--- config.mk ---
export PLATFORM = sky130hd
export DESIGN_NAME = det_result_reader
export DESIGN_NICKNAME = d
export VERILOG_FILES = /design/src/rtl/surf_pkg.sv /design/src/rtl/det_fifo2.sv /design/src/rtl/det_result_reader.sv
export SDC_FILE = /design/constraint.sdc
export NUM_CORES = 1
export LEC_CHECK = 0
export ABC_AREA = 1
export CELL_PAD_IN_SITES_DETAIL_PLACEMENT = 2
export CELL_PAD_IN_SITES_GLOBAL_PLACEMENT = 2
export CORE_AREA = 5 5 149 151
export CTS_CLUSTER_DIAMETER = 80
export DETAILED_ROUTE_END_ITERATION = 10
export DIE_AREA = 0 0 154 156
export HOLD_SLACK_MARGIN = 0.03
export PLACE_DENSITY = 0.86
export SLEW_MARGIN = 30
export SYNTH_ARGS = -nofsm -noshare
export SYNTH_HDL_FRONTEND = slang
export SYNTH_SLANG_ARGS = --single-unit
--- constraint.sdc ---
create_clock -name Clk -period 2.27 [get_ports Clk]
set_clock_uncertainty 0.1 [all_clocks]
set_input_delay 0.454 -clock Clk [delete_from_list [all_inputs] [get_ports Clk]]
set_output_delay 0.454 -clock Clk [all_outputs]
set_load 0.1 [all_outputs]
--- src/rtl/surf_pkg.sv ---
// Shared SURF definitions: datapath widths, result-scan sizing and the
// determinant reader state encoding.
package surf_pkg;

  localparam int SURF_A_WIDTH     = 17;
  localparam int SURF_D_WIDTH     = 16;
  localparam int SURF_DET_SIZE    = 75516;
  localparam int SURF_PIX_WIDTH   = 8;
  localparam int SURF_COORD_WIDTH = 10;

  typedef enum logic [1:0] {
    IDLE  = 2'd0,
    SCAN  = 2'd1,
    DRAIN = 2'd2,
    FIN   = 2'd3
  } det_state_t;

endpackage

--- src/rtl/det_fifo2.sv ---
// Two-entry FIFO carrying a determinant word and the address it came from.
// Push and pop together on a full FIFO keeps occupancy and order intact.
module det_fifo2 #(
  parameter int D_WIDTH = 16,
  parameter int A_WIDTH = 17
) (
  input  logic               clk,
  input  logic               rst_n,
  input  logic               clear,
  input  logic               push,
  input  logic               pop,
  input  logic [D_WIDTH-1:0] push_data,
  input  logic [A_WIDTH-1:0] push_index,
  output logic [D_WIDTH-1:0] head_data,
  output logic [A_WIDTH-1:0] head_index,
  output logic               full,
  output logic               empty
);

  typedef struct packed {
    logic [A_WIDTH-1:0] index;
    logic [D_WIDTH-1:0] data;
  } entry_t;

  entry_t     mem [2];
  logic       rd_ptr;
  logic       wr_ptr;
  logic [1:0] cnt;
  logic       do_push;
  logic       do_pop;

  assign full       = (cnt == 2'd2);
  assign empty      = (cnt == 2'd0);
  assign do_pop     = pop && !empty;
  assign do_push    = push && (!full || do_pop);
  assign head_data  = mem[rd_ptr].data;
  assign head_index = mem[rd_ptr].index;

  always_ff @(posedge clk or negedge rst_n) begin
    if (!rst_n) begin
      // NOTE: the storage is reset too, because the head drives the stream
      // data/index outputs, which must read zero while in reset.
      mem[0] <= '0;
      mem[1] <= '0;
      rd_ptr <= 1'b0;
      wr_ptr <= 1'b0;
      cnt    <= 2'd0;
    end else if (clear) begin
      rd_ptr <= 1'b0;
      wr_ptr <= 1'b0;
      cnt    <= 2'd0;
    end else begin
      // NOTE: non-blocking assignments make every register here sample the
      // pre-edge pointers, so a full-FIFO push lands in the slot being popped.
      if (do_push) begin
        mem[wr_ptr] <= '{index: push_index, data: push_data};
        wr_ptr      <= ~wr_ptr;
      end
      if (do_pop) rd_ptr <= ~rd_ptr;
      case ({do_push, do_pop})
        2'b10:   cnt <= cnt + 2'd1;
        2'b01:   cnt <= cnt - 2'd1;
        default: cnt <= cnt;
      endcase
    end
  end

endmodule

--- src/rtl/det_result_reader.sv ---
// Scans the determinant result SRAM and streams every nonzero word with its
// address through a two-entry FIFO, counting the hits of each run.
module det_result_reader
  import surf_pkg::*;
#(
  parameter int A_WIDTH  = SURF_A_WIDTH,
  parameter int D_WIDTH  = SURF_D_WIDTH,
  parameter int DET_SIZE = SURF_DET_SIZE
) (
  input  logic               Clk,
  input  logic               Rst_n,
  input  logic               Go,
  output logic [A_WIDTH-1:0] D_Addr,
  input  logic [D_WIDTH-1:0] D_Data,
  output logic               O_RW,
  output logic               O_En,
  output logic               Out_Valid,
  input  logic               Out_Ready,
  output logic [D_WIDTH-1:0] Out_Data,
  output logic [A_WIDTH-1:0] Out_Index,
  output logic [A_WIDTH-1:0] Count,
  output logic               Done
);

  localparam logic [A_WIDTH-1:0] LAST_ADDR = A_WIDTH'(DET_SIZE - 1);

  det_state_t         state;
  logic               in_flight;
  logic [A_WIDTH-1:0] rd_index;
  logic               fifo_clear;
  logic               fifo_push;
  logic               fifo_full;
  logic               fifo_empty;

  // A read is issued only if its word is guaranteed a FIFO slot on return:
  // occupancy plus the read already in flight must stay below two.
  assign O_RW       = 1'b0;
  assign O_En       = (state == SCAN) && !fifo_full && !(in_flight && !fifo_empty);
  assign fifo_push  = in_flight && (D_Data != '0);
  assign fifo_clear = (state == IDLE) && Go;
  assign Out_Valid  = !fifo_empty;

  det_fifo2 #(
    .D_WIDTH (D_WIDTH),
    .A_WIDTH (A_WIDTH)
  ) u_fifo (
    .clk        (Clk),
    .rst_n      (Rst_n),
    .clear      (fifo_clear),
    .push       (fifo_push),
    .pop        (Out_Ready),
    .push_data  (D_Data),
    .push_index (rd_index),
    .head_data  (Out_Data),
    .head_index (Out_Index),
    .full       (fifo_full),
    .empty      (fifo_empty)
  );

  always_ff @(posedge Clk or negedge Rst_n) begin
    if (!Rst_n) begin
      state     <= IDLE;
      D_Addr    <= '0;
      in_flight <= 1'b0;
      rd_index  <= '0;
      Count     <= '0;
      Done      <= 1'b0;
    end else begin
      Done      <= 1'b0;
      in_flight <= O_En;
      if (O_En) rd_index <= D_Addr;
      if (fifo_push) Count <= Count + A_WIDTH'(1);
      case (state)
        IDLE: begin
          if (Go) begin
            state  <= SCAN;
            D_Addr <= '0;
            Count  <= '0;
          end
        end
        SCAN: begin
          // The address parks on the last word instead of wrapping.
          if (O_En) begin
            if (D_Addr == LAST_ADDR) state <= DRAIN;
            else                     D_Addr <= D_Addr + A_WIDTH'(1);
          end
        end
        DRAIN: begin
          if (!in_flight && fifo_empty) begin
            state <= FIN;
            Done  <= 1'b1;
          end
        end
        FIN:     state <= IDLE;
        default: state <= IDLE;
      endcase
    end
  end

endmodule
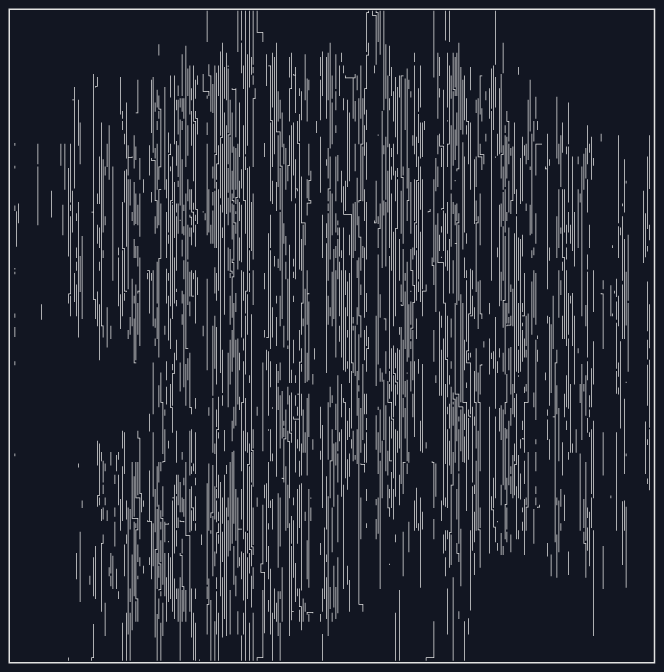
Run 1: metal 2
908 nets have wire on it. The wires run mostly vertical.
via count: 6,179
Routed WL: 24.8 mm

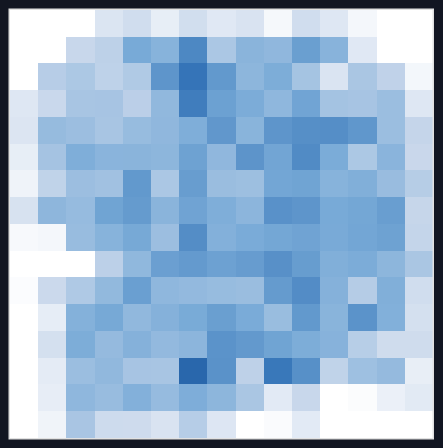
Run 1: cell density map
15 x 16 tiles, from white (low) to dark blue (high), 0 to 100% covered.
The fullest tile reaches 78%. 0.40% of the tiles are over 75% full. The mean over all tiles is 35%. The densest ninth of the die: center. 11% of the tiles are nearly empty.

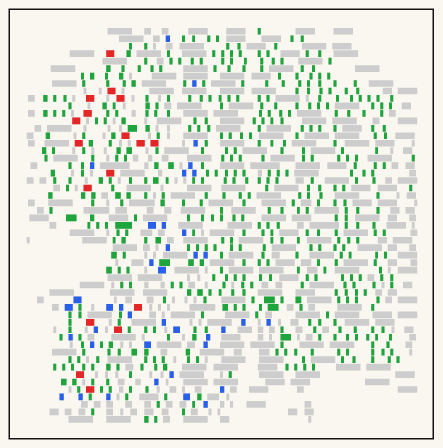
Run 1: gate families picked out
XOR/XNOR gates: in red, cells 17, most used xor2_1. NAND gates: in green, cells 511, most used nand2_1, where all over the die. inverting AOI/OAI gates: in blue, cells 39, most used o21ai_0.
Non-Filler Instances: 1,270
multi-input combinational area share: 32.7%

==> ci_impl_report.md, run 1 <==
## Synthesis and layout report

| Metric | Value |
|---|---|
| Status | finished, final reports clean |
| Bufs w/o clock | 136 |
| Clock sinks | between 100 and 150 |
| Max VDD drop | 0.663 mV |
| Setup CP Type | flip-flop to output port |
| Chip area | 24,000 um2 |
| MUX area fraction | 0% |
| Worst-path cell chain | buf_8 > nand2_1 > nand2_1 > buf_12 |
| Placed cell area | 8080 um2 |
| Non-clock inverters | approximately 46 |
| Core area | 20,700 um2 |
| Fillcell total | 2,343 |
| Area Overhead vs Synth | 38.7% |
| Fmax | 0.455 GHz |
| Class of the worst hold path | primary input to asynchronous set/reset pin |
| Total Routing Usage GR | approximately a fifth |
| Critical Path AT | 1650 ps |
| Worst path max stage delay | between 400 and 500 ps |
| Flop area | between 3000 and 4000 um2 |
| Yosys simple share | 37.8% |
| Die width | between 150 and 200 um |
| Yosys top cell by area | dfrtp_1 |
| Net Sw Power | 5.63 mW |
| Synthesis area per yosys | 6320 um2 |
| Combinational share of power | 50.8% |
| Clk Latency, worst-skew pair | 440 ps |
| # diodes | 0 |
| Final hold violations | 0 |
| Hold WS | 296 ps |
| Vias in the first global route | between 7,000 and 8,000 |
| Max reg flops | approximately 66 |
| Ys cells | 857 |
| CP required | 1720 ps |
| Cell Rows | 53 |
| NonClk Buf Share | 18.7% |
| Average wire per standard cell | about 20 um |
| PortBufs | 89 |
| CP endpoint kind | output port |
| Synth cell types | 32 |
| Main logic family | simple AND/OR/NAND/NOR gates |
| Tool warnings | 28 |
| Pre-CTS setup slack | -403 ps |
| Layout Utilization | 42.4% |
| Most common cell on crit path | nand2_1 |
| Seq_cells | 125 |
| GPL Wtd Cong | 0.814 |
| Post-Syn Area | 6320 um2 |
| Nets@finish | 1,007 |
| Power Density | 1350 nW/um2 |
| Nets at Floorplan | 882 |
| Worst-Margin Slew | 535 ps |
| Tmin final | roughly 2200 ps |
| Drt initial violations | 268 |
| DRC | 0 |
| Final Max Tran Viols | 0 |
| Seq pwr share | 25.1% |
| Sequential share of cell area | 35.7% |
| Post-route ant nets | 0 |
| Crit start category | flip-flop |
| Mean post-synth cell area | 7.37 um2 |
| Cells after Synth | 857 |
| Fin area | ~8800 um2 |
| Grt total ovfl | 0 |
| Total chip power | 11.8 mW |
| Pint | 6.20 mW |
| Sw Ratio | between 40 and 50% |
| Max_slew headroom | 64.3% |
| Final Cycle Share | between 90% and 100% |
| Core Util at FP | 30.5% |
| Post-synth top area share | between 40 and 50% |
| RSZ-0062 raised after global routing | no |
| CTS tree | built |
| Max_cap viols | 0 |
| H-tree levels | 4 |
| Clock buf count | 18 |
| Sequential-to-total area share from yosys stat | 49.5% |
| Clk tree area frac | 6.85% |
| Largest net degree at the start of global routing | roughly 54 |
| Top cells by area | dfrtp_1, nand2_1, nor2_1 |
| # setup viols final | 0 |
| CP max-delay cell | dfrtp_1 |
| Top cell category | registers |
| CTS clk-pin slew, worst paths | 60 ps |
| Aoi share | 3.49% |
| Reg with most FFs | u_fifo.mem |
| Max Buffers Root-to-Sink | 2 |
| Setup TNS | 0 ps |
| IO Pins | 91 |
| Pre-Repair DR Iteration Count | 4 |
| Vias/cell | just under 5 |
| Initial antenna violation count | 0 |
| #FFs+latches synth | between 100 and 150 |
| Number of logic gates | 656 |
| Crit Path Max Fanout | 33 |
| Fraction of layout cells with a size suffix above 1 | about 18% |
| Syn. warnings | 0 |
| XORs/XNORs by Area | under 10% |
| HPWL Detailed | 16.0 mm |
| Multi-input gate area | about 2900 um2 |
| Clock network power share | 24.0% |
| Yosys adder share | 0.990% |
| Well Taps | 275 |
| Total CTS buffers | 17 |
| Placed cell count | 1,233 |
| First-pass GRT wire length | 40.4 mm |
| PnR worst setup slack | roughly 70 ps |
| Leak | 4.44 nW |
| Root Buffer | clkbuf_16 |
| Chip height | ~160 um |
| Delay-heaviest family, CP | buffers and inverters |
| CP Buf/Inv Count | 2 |
## run 1: cell usage after synthesis
| cell | number |
|---|---|
| buf_2 | 12 |
| o21ai_0 | 23 |
| nor2_2 | 3 |
| nand3_2 | 1 |
| nand4_1 | 11 |
| xor2_1 | 12 |
| nor3b_1 | 1 |
| nand2_1 | 455 |
| inv_4 | 1 |
| nand2_2 | 2 |
| a2bb2oi_1 | 2 |
| inv_2 | 5 |
| clkinv_1 | 1 |
| nand3_1 | 37 |
| nor3_1 | 6 |
| xnor2_1 | 5 |
| o21ai_2 | 2 |
| conb_1 | 1 |
| o21bai_1 | 2 |
| nand3_4 | 1 |
| ha_1 | 5 |
| clkbuf_1 | 10 |
| dfrtp_1 | 125 |
| buf_6 | 5 |
| buf_4 | 5 |
| nand2_4 | 4 |
| nor2_1 | 68 |
| inv_1 | 39 |
| or2_2 | 1 |
| a22oi_1 | 2 |
| nor2_4 | 2 |
| a21oi_1 | 8 |
## run 1: power groups by stage
stage                     Clock (mW)  Combinational, mW  Sequential, mW
after floorplan                    0               3.42            3.19
after global placement             0               5.69            2.95
after detailed placement           0               5.85            2.98
after CTS                       2.89               6.06            2.97
after global routing            3.00               6.36            3.03
final                           2.84               6.01            2.97
## run 1: worst register-to-register path, cell delays in order, from the launching register on
cell     delay (ps)
dfrtp_1         420
inv_1            90
ha_1            240
nand2_1         130
inv_2            90
nor2_2          110
inv_1           130
nor2_4          450
nand2_1         180
nand2_1         130
## run 1: worst paths after layout
| kind | slack [ps] | cells after the start | end | startpoint |
|---|---|---|---|---|
| worst min-delay path | 300 | 2 | Count[12]$_DFF_PN0_ | Rst_n |
| worst max register to register | 120 | 9 | u_fifo.mem[62]$_DFFE_PN0P_ | state[0]$_DFFE_PN0P_ |
| min in group Clk | 380 | 2 | u_fifo.mem[58]$_DFFE_PN0P_ | u_fifo.mem[58]$_DFFE_PN0P_ |
| max in group asynchronous | 1130 | 3 | D_Addr[1]$_DFFE_PN0P_ | Rst_n |
| worst max-delay path | 70 | 4 | Out_Index[0] | u_fifo.rd_ptr$_DFFE_PN0P_ |
| worst min register to register | 380 | 2 | u_fifo.mem[58]$_DFFE_PN0P_ | u_fifo.mem[58]$_DFFE_PN0P_ |
## run 1: metal layers
layer  up-vias  share of wire, %  global-route usage (%)
met5         -                 0                       0
met1      3157                43                    25.8
li1       2892                 -                       -
met3        28               2.6                    3.63
met4         0               1.4                    5.51
met2       102                53                    39.2
## run 1: timing repair
action                                  in CTS  in global routing
setup buffers                                0                  2
resized                                      9                  1
endpoints found under the setup margin      78                 18
hold buffers                                 1                  0
hold endpoints to repair                    13                  0
pin swaps                                    2                  1
gates cloned                                 2                  0
## run 1: layout by cell type (no fill, tap or decap), types with 4 or more instances in the layout
cell type        count
ha_1                 4
nor3_1               6
clkdlybuf4s50_1     18
nand2_1            454
clkinv_4             6
xor2_1              12
inv_1               38
clkinvlp_4           4
xnor2_1              5
nor2_4               4
nor2_1              68
buf_4               71
o21ai_0             23
clkbuf_16           17
nand4_1             11
inv_2                5
buf_12              45
a21oi_1              8
nand2_4              5
dfrtp_1            122
nand3_1             37
==> run 2, diff against run 1 <==
--- a/config.mk
+++ b/config.mk
@@ -8,12 +8,13 @@
 export ABC_AREA = 1
 export CELL_PAD_IN_SITES_DETAIL_PLACEMENT = 2
 export CELL_PAD_IN_SITES_GLOBAL_PLACEMENT = 2
-export CORE_AREA = 5 5 149 151
+export CORE_AREA = 5 5 139 141
 export CTS_CLUSTER_DIAMETER = 80
 export DETAILED_ROUTE_END_ITERATION = 10
-export DIE_AREA = 0 0 154 156
+export DIE_AREA = 0 0 144 146
+export DONT_BUFFER_PORTS = 1
 export HOLD_SLACK_MARGIN = 0.03
-export PLACE_DENSITY = 0.86
+export PLACE_DENSITY = 0.85
 export SLEW_MARGIN = 30
 export SYNTH_ARGS = -nofsm -noshare
 export SYNTH_HDL_FRONTEND = slang
==> run 2 against run 1 <==
Against the previous run:
- the flow now finishes with violations (hold timing)
- largest power group unchanged
- synthesized area did not move
- hold slack got worse by 670 ps
- largest cell class unchanged
- register-to-register slack improved by 70 ps
- total power fell by 4.9%
- synthesized cell count did not move
==> ci_impl_report.md, run 2 <==
## Synthesis and layout report

| Metric | Value |
|---|---|
| Status | finished with violations |
| Violated checks | hold timing |
| Fmax | 0.462 GHz (+1.6%) |
| Flop area | 3130 um2 (about the same) |
| Clk Latency, worst-skew pair | 420 ps (-20 ps) |
| CTS tree | built |
| Cells after Synth | 857 (unchanged) |
| Seq pwr share | 26.3% (+1.2 points) |
| RSZ-0062 raised after global routing | no |
| PortBufs | 0 (-100%) |
| Nets at Floorplan | 882 (unchanged) |
| Largest net degree at the start of global routing | 126 (+130%) |
| Chip height | 146 um (-6.4%) |
| Power Density | 1390 nW/um2 (+2.8%) |
| Clock sinks | 125 (unchanged) |
| IO Pins | 91 (unchanged) |
| H-tree levels | 4 (unchanged) |
| Ys cells | 857 (unchanged) |
| Setup TNS | 0 ps (unchanged) |
| Placed cell count | 1,138 (-7.7%) |
| Hold WS | -376 ps (-672 ps) |
| Pint | 5.84 mW (-5.7%) |
| Cts hold-fix bufs | 1 (unchanged) |
| # setup viols final | 0 (unchanged) |
| Net Sw Power | 5.41 mW (-3.9%) |
| Leak | 4.16 nW (-6.3%) |
| #FFs+latches synth | 125 (unchanged) |
| Pre-Repair DR Iteration Count | 4 (unchanged) |
| Total CTS buffers | 17 (unchanged) |
| Drt initial violations | 227 (-15%) |
| Most frequent cells in the layout | nand2_1, dfrtp_1, nor2_1, buf_4, inv_1 |
| Core area | 17,800 um2 (-14%) |
| Total chip power | 11.3 mW (-4.9%) |
| Worst-path cell chain | buf_4 > nand2_1 > nand2_1 > buf_12 |
| CP max-delay cell | dfrtp_1 |
| Layout Utilization | 45.4% (+3.1 points) |
| CP endpoint kind | output port |
| Chip area | 21,000 um2 (-12%) |
| Reg2reg end | u_fifo.mem[6]$_DFFE_PN0P_ |
| HPWL Detailed | 15.1 mm (-5.5%) |
| Crit Path Max Fanout | 25 (-24%) |
| First-pass GRT wire length | 38.0 mm (-5.9%) |
| Reg-to-Reg Start | state[0]$_DFFE_PN0P_ |
| Post-synth top area share | 49.5% (unchanged) |
| Initial antenna violation count | 0 (unchanged) |
| Worst path max stage delay | 390 ps (-40 ps) |
| Final Max Tran Viols | 0 (unchanged) |
| Core Util at FP | 35.4% (+4.9 points) |
| Max_cap viols | 0 (unchanged) |
| Setup CP Type | flip-flop to output port |
| Clock network power share | 23.9% (about the same) |
| Worst reg2reg setup slack | 190 ps (+70 ps) |
| Final Cycle Share | 95.3% (-1.5 points) |
| GPL Wtd Cong | 0.825 (+1.4%) |
| Worst r2r path cells | 10 (+1) |
| Yosys top cell by area | dfrtp_1 |
| Nets@finish | 956 (-5.1%) |
| Tmin final | 2160 ps (-34.9 ps) |
| Vias in the first global route | 6,864 (-4.6%) |
| Fin area | 8110 um2 (-7.5%) |
| Crit start category | flip-flop |
| Multi-input gate area | 2840 um2 (-0.79%) |
| Root Buffer | clkbuf_16 |
| Most common cell on crit path | nand2_1 |
| Pre-CTS setup slack | 32.3 ps (+436 ps) |
| Cell Rows | 49 (-7.5%) |
| Top cells by area | dfrtp_1, nand2_1, nor2_1 |
| Syn. warnings | 0 (unchanged) |
| PnR worst setup slack | 106 ps (+34.9 ps) |
| Max reg flops | 66 (unchanged) |
| Die width | 144 um (-6.5%) |
| Combinational share of power | 49.7% (-1.1 points) |
| CP required | 1720 ps (about the same) |
| Synth cell types | 32 (unchanged) |
| Placed cell area | 7490 um2 (-7.2%) |
| Post-Syn Area | 6320 um2 (unchanged) |
| Post-route ant nets | 0 (unchanged) |
| Max VDD drop | 0.898 mV (+35%) |
| Count of library flops with an enable pin | 0 (unchanged) |
| Class of the worst hold path | primary input to asynchronous set/reset pin |
| Sequential-to-total area share from yosys stat | 49.5% (unchanged) |
| Vias/cell | 5.09 (+4.7%) |
| Top cells by count | nand2_1, dfrtp_1, nor2_1, inv_1, nand3_1 |
| Commonest Layout Cell | nand2_1 |
| Main flop type | dfrtp_1 |
| Fraction of layout cells with a size suffix above 1 | 15.1% (-2.8 points) |
| CTS clk-pin slew, worst paths | 60 ps (about the same) |
| Area Overhead vs Synth | 28.3% |
| Synthesis area per yosys | 6320 um2 (unchanged) |
| Yosys top cell by instances | nand2_1 |
| Non-Filler Instances | 1,173 (-7.6%) |
| Final hold violations | 125 (+125) |
| Tool warnings | 32 (+14%) |
| Fillcell total | 2,015 (-14%) |
| # diodes | 0 (unchanged) |
| Ys async rst share | 100% (unchanged) |
| Mean post-synth cell area | 7.37 um2 (unchanged) |
| Grt total ovfl | 0 (unchanged) |
| Max Buffers Root-to-Sink | 2 (unchanged) |
| Critical Path AT | 1610 ps (-40 ps) |
| Reg with most FFs | u_fifo.mem |
| DRC | 0 (unchanged) |
| Sw Ratio | 48.1% (+0.48 points) |
## run 2: cell count changes in the layout (fill, tap and decap cells not counted), moves of 2 or more
cell	previous run	this run
buf_12	45	35
buf_4	71	49
buf_6	0	2
clkdlybuf4s50_1	18	0
clkinv_2	3	6
clkinv_4	6	1
nor2_4	4	2
## run 2: worst max-delay path: cells and delay by family, from the launching register on
family        cells  cell delay [ps]
buf+inv           2              510
flops             1              390
simple gates      2              260
## run 2: worst max path at each step
stage	startpoint	to	cells after the start
2_1_floorplan	Count[1]$_DFF_PN0_	Count[10]$_DFF_PN0_	10
3_3_place_gp	D_Data[15]	u_fifo.wr_ptr$_DFFE_PN0P_	10
3_5_place_dp	D_Data[15]	u_fifo.wr_ptr$_DFFE_PN0P_	10
4_1_cts	state[1]$_DFFE_PN0P_	O_En	5
5_1_grt	u_fifo.rd_ptr$_DFFE_PN0P_	Out_Index[12]	4
6_report	u_fifo.rd_ptr$_DFFE_PN0P_	Out_Index[6]	4
## run 2: kinds of logic after synthesis
logic type | synth area share, %
xor+xnor | 2.36
fa+ha+maj | 0.990
compound gates | 3.49
other cells | 0.0594
simple gates | 37.8
buf+inv | 5.80
flops | 49.5
## run 2: power groups by stage
stage	clock network (mW)	logic, mW	registers [mW]
2_1_floorplan	0	3.42	3.19
3_3_place_gp	0	5.31	2.93
3_5_place_dp	0	5.47	2.97
4_1_cts	2.74	5.64	2.96
5_1_grt	2.84	5.94	3.01
6_report	2.69	5.59	2.96
## run 2: cell type report
| type | count | share of cell area, % |
|---|---|---|
| inverters | 46 | 2.21 |
| clock buffers | 20 | 5.51 |
| well taps | 229 | 3.53 |
| flip-flops and latches | 125 | 38.6 |
| repair buffers | 87 | 13.6 |
| multi-input cells | 654 | 35.1 |
| clock inverters | 12 | 1.50 |
## run 2: layer usage
layer | wire (um) | global-route usage [%] | up-vias | part of all wire (%)
met5 | 0 | 0 | - | 0
met1 | 9860 | 28.5 | 3063 | 43
met4 | 296 | 5.65 | 0 | 1.3
met2 | 12200 | 40.6 | 99 | 53
met3 | 823 | 4.07 | 24 | 3.6
li1 | - | - | 2789 | -
## run 2: timing repair
item | CTS | global route
endpoints found under the setup margin | 2 | 11
pin swaps | 0 | 1
gates resized | 3 | 2
buffers inserted | 0 | 2
gates cloned | 0 | 0
endpoints found under the hold margin | 126 | 125
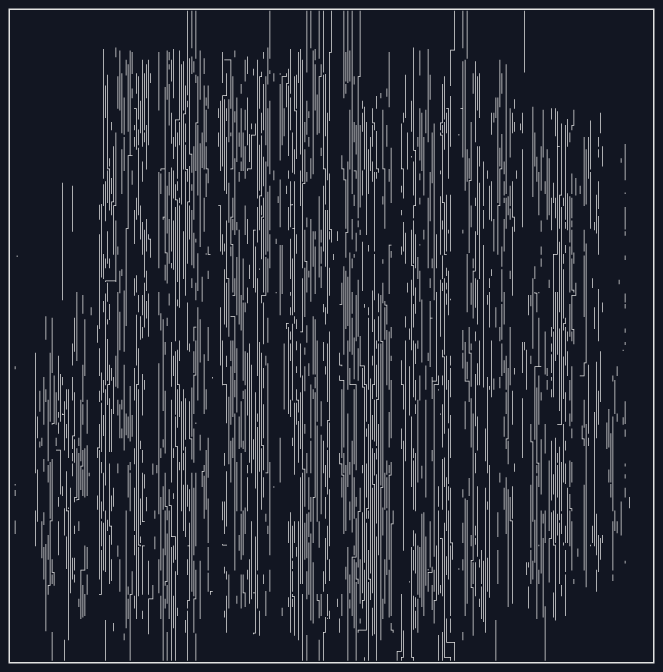
Run 2: metal 2
860 nets have wire on it. The wires run mostly vertical. The longest straight run is 52.4 um. The layer holds 53% of the routed length.
met2 usage: 40.6%
Routed WL: 23.2 mm
via count: 5,975

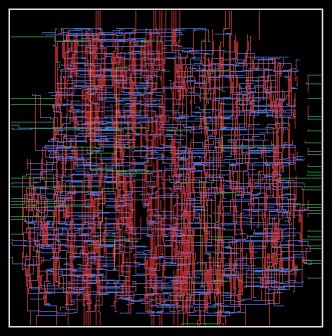
Run 2: wiring by layer
metal 1: in blue, wire length 9,860 um. metal 4: in orange, wire length 296 um. metal 3: in green, wire length 824 um. metal 2: in red, wire length 12,200 um.
Total Routing Usage GR: 22.9%
average wire per standard cell: 19.7 um

==> run 3, diff against run 2 <==
--- a/config.mk
+++ b/config.mk
@@ -19,3 +19,4 @@
 export SYNTH_ARGS = -nofsm -noshare
 export SYNTH_HDL_FRONTEND = slang
 export SYNTH_SLANG_ARGS = --single-unit
+export TNS_END_PERCENT = 50
==> run 3 against run 2 <==
Against the previous run:
- the run still ends with hold timing left
- cell area did not move
- cell count unchanged
- synthesized area is the same
- critical path type unchanged
- synthesized cell count did not move
- register-to-register slack about the same
- largest power group unchanged
- critical endpoint unchanged
==> ci_impl_report.md, run 3 <==
## Synthesis and layout report

| Metric | Value |
|---|---|
| Largest net degree at the start of global routing | 126 (unchanged) |
| Leak | 4.16 nW (unchanged) |
| Max VDD drop | 0.898 mV (unchanged) |
| Most frequent cells in the layout | nand2_1, dfrtp_1, nor2_1, buf_4, inv_1 |
| Layout Utilization | 45.4% (unchanged) |
| Sequential-to-total area share from yosys stat | 49.5% (unchanged) |
| RSZ-0062 raised after global routing | no |
| Chip height | 146 um (unchanged) |
| Die width | 144 um (unchanged) |
| Reg with most FFs | u_fifo.mem |
| Pre-CTS setup slack | 32.3 ps (unchanged) |
| Clock sinks | 125 (unchanged) |
| Core area | 17,800 um2 (unchanged) |
| Core Util at FP | 35.4% (unchanged) |
| Drt initial violations | 227 (unchanged) |
| Yosys top cell by area | dfrtp_1 |
| Pre-Repair DR Iteration Count | 4 (unchanged) |
| Synth cell types | 32 (unchanged) |
| Routed WL | 23.2 mm (unchanged) |
| Violated checks | hold timing |
| Crit start category | flip-flop |
| Main flop type | dfrtp_1 |
| Ys async rst share | 100% (unchanged) |
| Nets at Floorplan | 882 (unchanged) |
| Count of library flops with an enable pin | 0 (unchanged) |
| Mean post-synth cell area | 7.37 um2 (unchanged) |
| Chip area | 21,000 um2 (unchanged) |
| Critical Path AT | 1610 ps (about the same) |
| Hold WS | -376 ps (unchanged) |
| First-pass GRT wire length | 38.0 mm (unchanged) |
| Grt total ovfl | 0 (unchanged) |
| Post-Syn Area | 6320 um2 (unchanged) |
| #FFs+latches synth | 125 (unchanged) |
| Tmin final | 2160 ps (unchanged) |
| Cells after Synth | 857 (unchanged) |
| Vias in the first global route | 6,864 (unchanged) |
| Top cells by count | nand2_1, dfrtp_1, nor2_1, inv_1, nand3_1 |
| Synthesis area per yosys | 6320 um2 (unchanged) |
| Total Routing Usage GR | 22.9% (unchanged) |
| Post-synth top area share | 49.5% (unchanged) |
| Yosys top cell by instances | nand2_1 |
| CP endpoint kind | output port |
| Syn. warnings | 0 (unchanged) |
| Vias/cell | 5.09 (unchanged) |
| # diodes | 0 (unchanged) |
| Average wire per standard cell | 19.7 um (unchanged) |
| Max Buffers Root-to-Sink | 2 (unchanged) |
| Ys cells | 857 (unchanged) |
| Total CTS buffers | 17 (unchanged) |
| Clk Latency, worst-skew pair | 420 ps (about the same) |
| Status | finished with violations |
| H-tree levels | 4 (unchanged) |
| Root Buffer | clkbuf_16 |
| Setup CP Type | flip-flop to output port |
| CTS tree | built |
| Post-route ant nets | 0 (unchanged) |
| Fmax | 0.462 GHz (unchanged) |
| CP required | 1720 ps (about the same) |
| Nets@finish | 956 (unchanged) |
| HPWL Detailed | 15.1 mm (unchanged) |
| IO Pins | 91 (unchanged) |
| # setup viols final | 0 (unchanged) |
| PortBufs | 0 (unchanged) |
| Tool warnings | 32 (unchanged) |
| CTS clk-pin slew, worst paths | 60 ps (about the same) |
| Fraction of layout cells with a size suffix above 1 | 15.1% (unchanged) |
| Max reg flops | 66 (unchanged) |
| Via count | 5,975 (unchanged) |
| Area Overhead vs Synth | 28.3% (unchanged) |
| Setup TNS | 0 ps (unchanged) |
| Commonest Layout Cell | nand2_1 |
| Worst r2r path cells | 10 (unchanged) |
| Final hold violations | 125 (unchanged) |
| Cts hold-fix bufs | 1 (unchanged) |
| Final Max Tran Viols | 0 (unchanged) |
| Initial antenna violation count | 0 (unchanged) |
| Max_cap viols | 0 (unchanged) |
| Cell Rows | 49 (unchanged) |
| GPL Wtd Cong | 0.825 (unchanged) |
| Class of the worst hold path | primary input to asynchronous set/reset pin |
| Top cells by area | dfrtp_1, nand2_1, nor2_1 |
| Power Density | 1390 nW/um2 (unchanged) |
| PnR worst setup slack | 106 ps (unchanged) |
| Crit Path Max Fanout | 25 (unchanged) |
| DRC | 0 (unchanged) |
| Final Cycle Share | 95.3% (unchanged) |
[run 3: cell counts after synthesis]
Identical to the previous run, type by type.
[run 3: cell families after synthesis]
kind of cell             after synthesis  synth area share (%)
AND-OR/OR-AND                         39                  3.49
AND/OR/NAND/NOR                      592                  37.8
other                                  1                0.0594
adder cells (fa/ha/maj)                5                 0.990
XOR/XNOR                              17                  2.36
buffers and inverters                 78                  5.80
flip-flops                           125                  49.5
[run 3: layout make-up]
class                      count  area (um2)
fill                        2015        9730
sequential                   125        3130
multi-input combinational    654        2840
timing repair buffer          87        1100
clock buffer                  20         447
tap                          229         287
inverter                      46         179
clock inverter                12         121
[run 3: routing by layer]
metal / wire (um) / GRT usage [%] / vias to the layer above
met1: 9860 / 28.5 / 3063
met2: 12200 / 40.6 / 99
met4: 296 / 5.65 / 0
li1: - / - / 2789
met3: 823 / 4.07 / 24
met5: 0 / 0 / -
[run 3: path summary, 6_finish.rpt]
path / slack, ps / from / to
min in group Clk: 60 / D_Data[15] / u_fifo.mem[15]$_DFFE_PN0P_
setup reg to reg: 190 / state[0]$_DFFE_PN0P_ / u_fifo.mem[6]$_DFFE_PN0P_
hold / removal: -380 / Rst_n / Count[10]$_DFF_PN0_
setup / recovery: 110 / u_fifo.rd_ptr$_DFFE_PN0P_ / Out_Index[6]
max in group asynchronous: 2160 / Rst_n / u_fifo.mem[35]$_DFFE_PN0P_
hold reg to reg: 380 / u_fifo.mem[21]$_DFFE_PN0P_ / u_fifo.mem[21]$_DFFE_PN0P_
[run 3: worst max-delay path, cell delays in order, from the launching register on]
cell and delay [ps]:
dfrtp_1 390, buf_4 320, nand2_1 100, nand2_1 160, buf_12 190
[run 3: what timing repair did]
action                     CTS  global route
hold endpoints to repair   126           125
resized                      3             2
setup endpoints to repair    2            11
setup buffers                0             2
pin swaps                    0             1
[run 3: power by group]
part / total, mW / switching (mW) / leakage [nW] / internal (mW)
combinational: 5.59 / 4.03 / 2.20 / 1.57
clock: 2.69 / 1.06 / 0.275 / 1.63
sequential: 2.96 / 0.324 / 1.68 / 2.64
total: 11.3 / 5.41 / 4.16 / 5.84
[run 3: stage by stage]
stage | cell area [um2] | power (mW) | hold slack (ps) | std cells
5_1_grt | 8110 | 11.8 | -396 | 1173
3_3_place_gp | 7490 | 8.25 | 62.8 | 1138
2_1_floorplan | 6330 | 6.60 | 58.4 | 857
3_5_place_dp | 7490 | 8.44 | 61.1 | 1138
6_report | 8110 | 11.3 | -376 | 1173
4_1_cts | 8090 | 11.3 | -397 | 1171
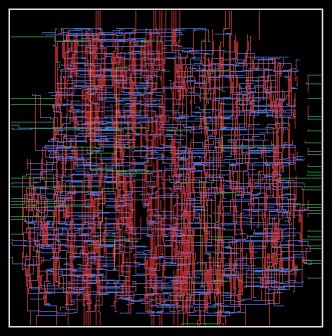
Run 3: wiring by layer
metal 3: in green, wire length 824 um. metal 1: in blue, wire length 9,860 um. metal 4: in orange, wire length 296 um. metal 2: in red, wire length 12,200 um.

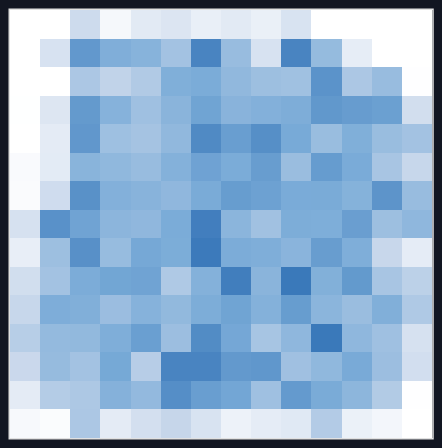
Run 3: cell density map
14 x 15 tiles, from white (low) to dark blue (high), 0 to 100% covered.
The mean over all tiles is 37%. The emptiest ninth of the die: upper left. 7.6% of the tiles are nearly empty.

Power is estimated from default activity; no workload was simulated.
